Design mem_port_arbiter, sky130hd; sources not shown.
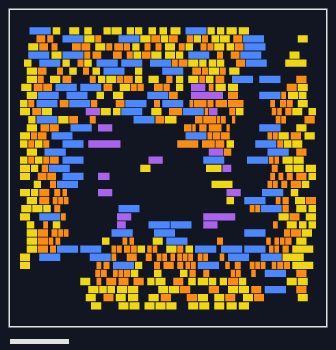
Fig. 1. Placed cells, one color a class.
Bar = 20 um.
color	class	cells	share of their area
blue	sequential cells	71	28%
orange	combinational and other logic	230	32%
purple	clock drivers and dummy loads	16	5.0%
yellow	remaining buffers and delay cells	184	34%
core area: 9500 um^2
Layout Utilization: 54.5%
post-route cell area: 5180 um^2
# rows: 35
Seq area share: 27.5%

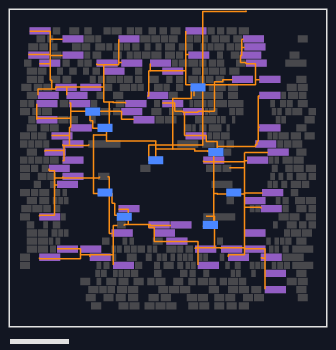
Fig. 2. Routed clock nets over the placement.
Bar = 20 um.
[blue] clock drivers | count: 9
[orange] clock wires | length: 939 um
[purple] flip-flops | count: 71
flops lie	all over the die
Late-Pin Clk Latency: 0.34 ns
Fin Clk Skew: 0.0112 ns
clk pwr: 0.898 mW
Clock power frac: 17.9%

==> impl_metrics.toml <==
# flow metrics
[run_status]
status = "completed"

[worst_setup_path]
rrSetupSlack_ns = 1.14
r2r_cells = 6
critPathMaxStageDelay_ns = 0.38
crit_cells = 5
crit_chain = "inv_1 -> ha_1 -> buf_8 -> and2_1 -> buf_4"
crit_fanout = 34
critPathKind = "flop to output pin"
worstPathArrival_ns = 1.84

[layout]
buffers = 184
lay_top_count = "clkdlybuf4s50_1"
instances_no_fill = 630
largestClassByArea = "buffers"
nMultiInputCombCells = 225
area_growth_pct = 39.2
layout_top_cells = "clkdlybuf4s50_1 (105), buf_4 (72), dfxtp_1 (71), and3_1 (36), a22o_1 (36)"
inv_count = 5

[synthesis]
synth_async_sr_flop_share_pct = 0
syn-num-nets = 539
yosysWarnings = 0
synth-main-ff-cell = "dfxtp_1"
synth_cell_type_count = 29

[place]
hpwlAfterDp_um = 7310
post-place-cells = 612
placed_area_um2 = 4900
gp_congestion = 0.724

[global_route]
grt_pass1_vias = 3165
grt.met3_usage_pct = 4.68
busiest_layer = "met2"
grt_overflow = 0

[power_and_ir_drop]
p_int_mw = 2.48
p_leak_nw = 2.32
power_density_nw_per_um2 = 967
p_seq_mw = 1.34
total_power_mw = 5.01
powerComb_mw = 2.77

[routing]
postRouteAntennaNets = 0
drc = 0
vias_per_cell = 4.98
route.vias.total = 3138
wl_met2_um = 5130
met3_length_um = 746
m1WireLength_um = 3810
top_layer_used = "met4"
wl_per_cell_um = 15.8

[die]
tap_cells = 129
ioPinCount = 274

[hold_path]
hold_path_depth = 1

[clock_tree]
clk_path_buf_depth = 2
hold_buffers = 0
clk_pin_slew_ns = 0.08
htreeDepth = 3
post_cts_resize_count = 0
cts_tree = "built"

[job]
drv_cap = 0
tool_warnings = 30

[timing]
setup_ws_ns = 0.881
hold_slack_ns = 0.473
rsz0062_at_grt = "no"
[cells by family after synthesis]
kind of cell | after synthesis | synth area share (%)
adder cells (fa/ha/maj) | 5 | 1.68
multiplexers | 32 | 8.61
buffers and inverters | 100 | 18.6
AND-OR/OR-AND | 108 | 18.7
AND/OR/NAND/NOR | 80 | 14.2
flip-flops | 71 | 38.2
[synth_stat cells (2+ instances only)]
cell      instances  area share [%]
o21ai_0          14             1.9
buf_4            64              13
buf_6             9             2.7
mux2i_1          32             8.6
and2_1           35             5.9
o21ai_1          20             2.7
buf_2             7            0.94
nor3b_1           2            0.40
dfxtp_1          71              38
and3_1           36             6.1
clkbuf_1         14             1.4
inv_1             5            0.50
ha_1              5             1.7
a21oi_1          32             4.3
a22o_1           36             8.5
Power figures rest on the tool's default switching activity, not on a simulated workload.
